File: config.mk
export PLATFORM = sky130hd
export DESIGN_NAME = iir_biquad_bank
export DESIGN_NICKNAME = d
export VERILOG_FILES = /design/src/rtl/iir_pkg.sv /design/src/rtl/iir_coef_bank.sv /design/src/rtl/iir_biquad_bank.sv
export SDC_FILE = /design/constraint.sdc
export NUM_CORES = 2
export LEC_CHECK = 0
export CORE_UTILIZATION = 30
export DETAILED_ROUTE_END_ITERATION = 16
export SYNTH_ARGS = -nofsm -noshare
export SYNTH_HDL_FRONTEND = slang
export SYNTH_SLANG_ARGS = --single-unit
File: constraint.sdc
create_clock -name clk -period 31.7 [get_ports clk]
set_clock_uncertainty 0.1 [all_clocks]
set_input_delay 4.755 -clock clk [delete_from_list [all_inputs] [get_ports clk]]
set_output_delay 4.755 -clock clk [all_outputs]
set_load 0.03 [all_outputs]
File: src/rtl/iir_pkg.sv
// Shared types and arithmetic helpers for the biquad bank.
package iir_pkg;

  // Coefficient slots inside one band; the order matches the MAC sequence.
  typedef enum logic [2:0] {
    B0 = 3'd0,
    B1 = 3'd1,
    B2 = 3'd2,
    A1 = 3'd3,
    A2 = 3'd4
  } coef_idx_e;

  localparam int NUM_COEFS = 5;

  typedef enum logic [1:0] {
    IDLE = 2'd0,
    MAC  = 2'd1,
    WB   = 2'd2,
    DONE = 2'd3
  } state_e;

  // Clamp a signed value into the range of a signed 'width'-bit number.
  function automatic logic signed [63:0] sat(input logic signed [63:0] value,
                                             input int width);
    logic signed [63:0] hi;
    logic signed [63:0] lo;
    hi = (64'sd1 <<< (width - 1)) - 64'sd1;
    lo = -(64'sd1 <<< (width - 1));
    if (value > hi)      return hi;
    else if (value < lo) return lo;
    else                 return value;
  endfunction

  // Round half up, then drop 'frac' fractional bits (arithmetic shift).
  function automatic logic signed [63:0] round_shift(input logic signed [63:0] acc,
                                                     input int frac);
    return (acc + (64'sd1 <<< (frac - 1))) >>> frac;
  endfunction

endpackage

File: src/rtl/iir_coef_bank.sv
// Double-buffered coefficient store: shadow is written freely, active is
// what the datapath reads, and a commit copies shadow into active either
// immediately or once the in-flight sample has finished.
module iir_coef_bank
  import iir_pkg::*;
#(
  parameter int COEF_W    = 16,
  parameter int COEF_FRAC = 14,
  parameter int NUM_BANDS = 3,
  parameter int BAND_W    = (NUM_BANDS > 1) ? $clog2(NUM_BANDS) : 1
) (
  input  logic                     clk,
  input  logic                     reset,
  input  logic                     we,
  input  logic [BAND_W-1:0]        wr_band,
  input  logic [2:0]               wr_idx,
  input  logic signed [COEF_W-1:0] wr_data,
  input  logic                     commit,
  input  logic                     commit_ok,
  input  logic                     apply_pending,
  input  logic [BAND_W-1:0]        rd_band,
  input  logic [2:0]               rd_idx,
  output logic signed [COEF_W-1:0] rd_data,
  output logic                     pending
);

  localparam logic signed [COEF_W-1:0] PASS = COEF_W'(1 << COEF_FRAC);

  logic signed [COEF_W-1:0] shadow      [NUM_BANDS][NUM_COEFS];
  logic signed [COEF_W-1:0] shadow_next [NUM_BANDS][NUM_COEFS];
  logic signed [COEF_W-1:0] active      [NUM_BANDS][NUM_COEFS];

  // Shadow contents including this cycle's write, so a same-cycle commit sees it.
  always_comb begin
    // NOTE: every signal driven here gets a default first, otherwise a latch is inferred.
    shadow_next = shadow;
    if (we && int'(wr_idx) < NUM_COEFS && int'(wr_band) < NUM_BANDS)
      shadow_next[wr_band][wr_idx] = wr_data;
  end

  // Combinational read of the active bank for the MAC.
  always_comb begin
    rd_data = '0;
    if (int'(rd_idx) < NUM_COEFS && int'(rd_band) < NUM_BANDS)
      rd_data = active[rd_band][rd_idx];
  end

  // Shadow update, immediate or deferred commit into the active bank.
  always_ff @(posedge clk) begin
    if (reset) begin
      // NOTE: the coefficient arrays are small flop banks, so they are reset
      // explicitly to give a known passthrough filter out of reset.
      for (int b = 0; b < NUM_BANDS; b++) begin
        for (int i = 0; i < NUM_COEFS; i++) begin
          shadow[b][i] <= (i == int'(B0)) ? PASS : '0;
          active[b][i] <= (i == int'(B0)) ? PASS : '0;
        end
      end
      pending <= 1'b0;
    end else begin
      shadow <= shadow_next;
      if (commit && commit_ok) begin
        active  <= shadow_next;
        pending <= 1'b0;
      end else if (apply_pending && (pending || commit)) begin
        active  <= shadow_next;
        pending <= 1'b0;
      end else if (commit) begin
        pending <= 1'b1;
      end
    end
  end

endmodule

File: src/rtl/iir_biquad_bank.sv
// NUM_BANDS Direct Form I biquads sharing one multiply-accumulate, all fed
// by the same input sample, with per-band outputs and a saturated mix.
module iir_biquad_bank
  import iir_pkg::*;
#(
  parameter int DATA_W    = 16,
  parameter int COEF_W    = 16,
  parameter int COEF_FRAC = 14,
  parameter int NUM_BANDS = 3,
  parameter int ACC_W     = DATA_W + COEF_W + 3,
  localparam int BAND_W   = (NUM_BANDS > 1) ? $clog2(NUM_BANDS) : 1
) (
  input  logic                          clk,
  input  logic                          reset,
  input  logic                          sample_valid,
  input  logic signed [DATA_W-1:0]      sample_in,
  input  logic                          coef_we,
  input  logic [BAND_W-1:0]             coef_band,
  input  logic [2:0]                    coef_idx,
  input  logic signed [COEF_W-1:0]      coef_data,
  input  logic                          coef_commit,
  output logic                          busy,
  output logic                          out_valid,
  output logic [NUM_BANDS*DATA_W-1:0]   band_out,
  output logic signed [DATA_W-1:0]      mix_out,
  output logic                          overrun
);

  localparam int PROD_W = DATA_W + COEF_W;
  localparam int MIX_W  = DATA_W + $clog2(NUM_BANDS) + 1;

  state_e state, state_next;

  logic [2:0]               k;
  logic [BAND_W-1:0]        band;
  logic signed [DATA_W-1:0] x0, x1, x2;
  logic signed [DATA_W-1:0] y1     [NUM_BANDS];
  logic signed [DATA_W-1:0] y2     [NUM_BANDS];
  logic signed [DATA_W-1:0] band_r [NUM_BANDS];
  logic signed [DATA_W-1:0] mix_r;
  logic signed [ACC_W-1:0]  acc;
  logic                     out_valid_r;
  logic                     overrun_r;

  logic signed [COEF_W-1:0] coef;
  logic signed [DATA_W-1:0] operand;
  logic signed [PROD_W-1:0] prod;
  logic signed [ACC_W-1:0]  term;
  logic signed [ACC_W-1:0]  acc_next;
  logic signed [DATA_W-1:0] wb_val;
  logic signed [MIX_W-1:0]  mix_sum;
  logic signed [DATA_W-1:0] mix_val;
  logic                     last_band;
  logic                     coef_pending;

  iir_coef_bank #(
    .COEF_W    (COEF_W),
    .COEF_FRAC (COEF_FRAC),
    .NUM_BANDS (NUM_BANDS),
    .BAND_W    (BAND_W)
  ) u_coef (
    .clk           (clk),
    .reset         (reset),
    .we            (coef_we),
    .wr_band       (coef_band),
    .wr_idx        (coef_idx),
    .wr_data       (coef_data),
    .commit        (coef_commit),
    .commit_ok     (state == IDLE && !sample_valid),
    .apply_pending (state == DONE),
    .rd_band       (band),
    .rd_idx        (k),
    .rd_data       (coef),
    .pending       (coef_pending)
  );

  assign last_band = (int'(band) == NUM_BANDS - 1);

  // MAC operand select and accumulate; the feedback terms are subtracted.
  always_comb begin
    operand = '0;
    case (k)
      3'd0:    operand = x0;
      3'd1:    operand = x1;
      3'd2:    operand = x2;
      3'd3:    operand = y1[band];
      3'd4:    operand = y2[band];
      default: operand = '0;
    endcase
    prod     = PROD_W'(coef) * PROD_W'(operand);
    term     = (k >= 3'd3) ? -ACC_W'(prod) : ACC_W'(prod);
    acc_next = (k == 3'd0) ? term : acc + term;
  end

  // Write-back value and the saturated mix of all band outputs.
  always_comb begin
    wb_val  = DATA_W'(sat(round_shift(64'(acc), COEF_FRAC), DATA_W));
    mix_sum = '0;
    for (int b = 0; b < NUM_BANDS; b++)
      mix_sum = mix_sum + MIX_W'(band_r[b]);
    mix_val = DATA_W'(sat(64'(mix_sum), DATA_W));
  end

  // State register.
  always_ff @(posedge clk) begin
    if (reset) state <= IDLE;
    else       state <= state_next;
  end

  // Next-state logic: five MAC cycles and one write-back per band, then DONE.
  always_comb begin
    state_next = state;
    case (state)
      IDLE:    if (sample_valid) state_next = MAC;
      MAC:     if (k == 3'd4) state_next = WB;
      WB:      state_next = last_band ? DONE : MAC;
      DONE:    state_next = IDLE;
      default: state_next = IDLE;
    endcase
  end

  // Datapath: sample capture, accumulation, history update and outputs.
  always_ff @(posedge clk) begin
    if (reset) begin
      k           <= '0;
      band        <= '0;
      x0          <= '0;
      x1          <= '0;
      x2          <= '0;
      acc         <= '0;
      mix_r       <= '0;
      out_valid_r <= 1'b0;
      overrun_r   <= 1'b0;
      for (int b = 0; b < NUM_BANDS; b++) begin
        y1[b]     <= '0;
        y2[b]     <= '0;
        band_r[b] <= '0;
      end
    end else begin
      // NOTE: sequential state uses non-blocking assignments so every
      // register samples the values from before this edge.
      out_valid_r <= 1'b0;
      overrun_r   <= sample_valid && (state != IDLE);
      case (state)
        IDLE: begin
          if (sample_valid) begin
            x0   <= sample_in;
            k    <= '0;
            band <= '0;
          end
        end
        MAC: begin
          acc <= acc_next;
          k   <= (k == 3'd4) ? 3'd0 : k + 3'd1;
        end
        WB: begin
          band_r[band] <= wb_val;
          y2[band]     <= y1[band];
          y1[band]     <= wb_val;
          if (!last_band) band <= band + BAND_W'(1);
        end
        DONE: begin
          x2          <= x1;
          x1          <= x0;
          mix_r       <= mix_val;
          out_valid_r <= 1'b1;
        end
        default: ;
      endcase
    end
  end

  assign busy      = (state != IDLE);
  assign out_valid = out_valid_r;
  assign overrun   = overrun_r;
  assign mix_out   = mix_r;

  for (genvar b = 0; b < NUM_BANDS; b++) begin : g_band_out
    assign band_out[b*DATA_W +: DATA_W] = band_r[b];
  end

endmodule

==> out/qor.yml <==
run_status:
  outcome: "complete, no violations"
synthesis:
  synth-main-ff-cell: "dfxtp_1"
  synthTopLogicFamily: "adder cells"
  simple_gate_share_pct: 14.33
  topCellsByArea: "dfxtp_1 (28%), fa_1 (13%), edfxtp_1 (9.0%), nor2_1 (6.7%), mux2i_1 (6.0%)"
  ys_sh_mux_pct: 10.39
  ys_chip_area_um2: 42560
  edf_count: 128
  post-synth-top-area-cell: "dfxtp_1"
  ys_seq_share_pct: 36.83
  top_cell_area_share_pct: 27.80
  ys_types: 88
  fp_nets: 4919
  synth_area_per_cell_um2: 9.562
  synthCells: 4451
  async_reset_ff_share_pct: 0
  synthTopCellsByCount: "nor2_1 (757), dfxtp_1 (591), inv_1 (364), nand2_1 (309), fa_1 (281)"
  yosysWarnings: 0
  most_common_cell: "nor2_1"
  ys_sh_adder_pct: 17.48
  synth-xor-area-share_pct: 2.337
  synth_area_um2: 42560
worst_setup_path:
  cpMostUsedCell: "fa_1"
  worst-path-max-fanout: 39
  r2r_start: "k[0]"
  crit_cells: 38
  reg2reg_slack_ns: 18.59
  timing.critical_path.to: "acc[33]"
  cp.required_ns: 32.15
  cp_data_arrival_time_ns: 13.57
  regToRegEndpoint: "acc[33]"
  crit_buf_inv: 5
  cp_top_family: "AND-OR/OR-AND gates"
  reg2reg_depth: 38
  cpPeakStageDelay_ns: 0.88
  start_kind: "register"
  slowest_stage: "dfxtp_4"
clock_tree:
  cts_tree: "built"
  postCtsHoldBufs: 0
  cts_inserted_buffers: 76
  post_cts_buffers: 0
  cts-root-buf: "clkbuf_16"
  clkTransAtPathRegs_ns: 0.06
  cts_buffer_depth: 3
  ctsHtreeMaxLevel: 3
route:
  drc: 0
  met3_length_um: 5762
  wl_met2_um: 53070
  vias_per_cell: 5.021
  topRoutingLayerUsed: "met5"
  wl_met1_um: 53490
  firstDrtPassIters: 6
  routed_wl_um: 114500
  num_vias: 31890
  drtIter0Drc: 2389
final_timing:
  finalClockPeriodUsage_pct: 41.36
  min_period_ns: 13.11
  slew_headroom_pct: 12.19
  tns_ns: 0
  timing.final.ws_setup_ns: 18.59
  hold_violations: 0
  finalSetupViolCount: 0
  rsz0062_at_grt: "false"
  worstMarginPinSlew_ns: 1.315
layout:
  fillCellCount: 14270
  drive_above_1_share_pct: 7.328
  clock_area_share_pct: 5.410
  final_area_um2: 48100
  largestClassByArea: "multi-input combinational cells"
  seq_area_share_pct: 32.61
  nets: 4882
  buf_share_pct: 3.371
  diodes: 0
  regArea_um2: 15690
  comb_cells: 3075
  n_all_buffers: 176
  flop-count: 719
  comb_area_share_pct: 50.88
  comb_area_um2: 24470
grt:
  grt_overflow_total: 0
  grt_util_all_layers_pct: 15.92
  grt_start_max_net_pins: 236
  antenna_found_initial: 2
  grt_pass1_wl_um: 180100
  grt_pass1_vias: 31080
floorplanning:
  die_area_um2: 143400
  io_pins: 109
  fp_util_pct: 30.39
  well_tap_count: 1876
  rows: 137
hold_path:
  min_path_type: "register to register"
  hold_path_end: "x2[11]"
  whs_path_depth: 2
  holdCritStartpoint: "x2[11]"
power_and_ir_drop:
  intPower_w: 0.001714
  p_leak_nw: 20.03
  p_seq_w: 0.000993
  ir_drop_v: 0.00004166
  p_total_w: 0.002486
  pwr-share-comb_pct: 22.8
  powerComb_w: 0.000566
  swShare_pct: 31.07
  power_leader: "registers"
  p_per_area_nw_per_um2: 51.69
placement:
  post-place-ws_ns: 18.80
  port_buffers: 108
  gp_congestion: 0.8888
  dp_hpwl_um: 78740
flow_run:
  tool_warnings: 43
cell families (layout without fill, tap and decap cells):
group	count (synthesis)	count (layout)
compound gates	794	794
xor+xnor	112	112
fa+ha+maj	426	426
buf+inv	657	682
flops	719	719
mux	340	340
simple gates	1403	1403
through the flow:
step                      util, %  hold WS [ns]  std cells
after floorplan                 -        0.3360       4451
after global placement      32.49        0.3417       6211
after detailed placement    32.49        0.3475       6211
after CTS                   34.34        0.3559       6351
after global routing        34.35        0.3833       6352
final                       34.35        0.3544       6352
worst register-to-register path: cells and delay by family (launching register included):
kind	cells	cell delay, ns
AND-OR/OR-AND	12	3.80
XOR/XNOR	2	0.42
adder cells (fa/ha/maj)	8	3.63
buffers and inverters	5	0.77
flip-flops	1	0.88
multiplexers	1	0.29
AND/OR/NAND/NOR	10	3.12
flip-flops by register name (all words and copies together), names as in the netlist, 2 cells and up, named ones only:
signal and count:
u_coef.shadow 240, x1 16, x2 16, k 3
band 2, state 2, acc 35, y1 64
x0 16, u_coef.active 240, mix_out 16, y2 64
metal layers:
metal / vias up / GRT usage, %
met2: 765 / 25.61
met1: 15770 / 22.35
li1: 15210 / -
met4: 2 / 3.728
met3: 152 / 2.370
met5: - / 0
cell usage in the layout, fill, tap and decap left out, types with 33 or more instances in the layout:
cell type and instances:
nand2b_1 33, xnor2_1 71, a211oi_1 273, mux4_2 81
o21ai_0 56, nand2_1 306, and3_1 77, edfxtp_1 128
ha_1 145, dfxtp_1 587, buf_4 66, fa_1 281
xor2_1 40, a21oi_1 203, nand3_1 52, nor3_1 41
clkdlybuf4s50_1 107, clkbuf_16 77, nor2_1 756, mux2i_1 256
o21a_1 37, inv_1 364
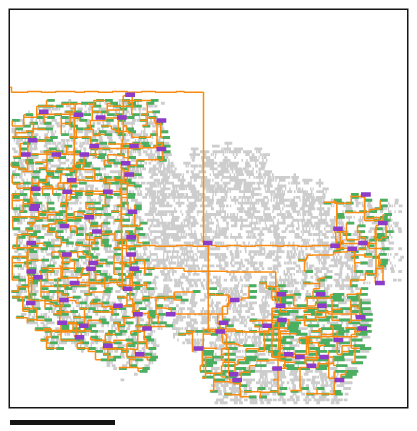
**Above:** clock wires, drivers and flops.
Scale bar: 100 um.
flip-flops: marked green, count 719. clock wires: marked orange, length 9,450 um. clock-net drivers: marked purple, count 76.
There are 77 routed clock nets.
power in the clock group: 0.000927 W
clk latency late pin: 0.69 ns
Clk pwr share: 37.3%

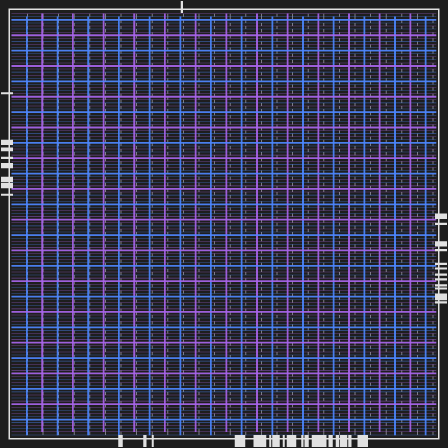
**Above:** power grid.
Pins as bars on the die edge. Tap cells in gray.
VDD: marked purple. VSS: marked blue.
27 straps on met5. 27 straps on met4.
Chip Width: 378.7 um
core area: 140,000 um2

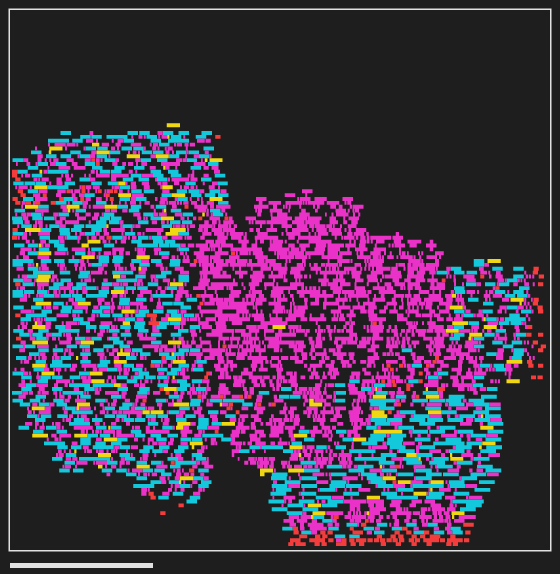
**Above:** cells colored by class.
Scale bar: 100 um.
remaining buffers and delay cells: marked red, cells 176, share of their area 3.5%. remaining logic cells: marked magenta, cells 3,441, share of their area 56%. registers: marked cyan, cells 719, share of their area 34%. clock drivers and dummy loads: marked yellow, cells 140, share of their area 5.7%.

Power and IR drop assume default switching activity.
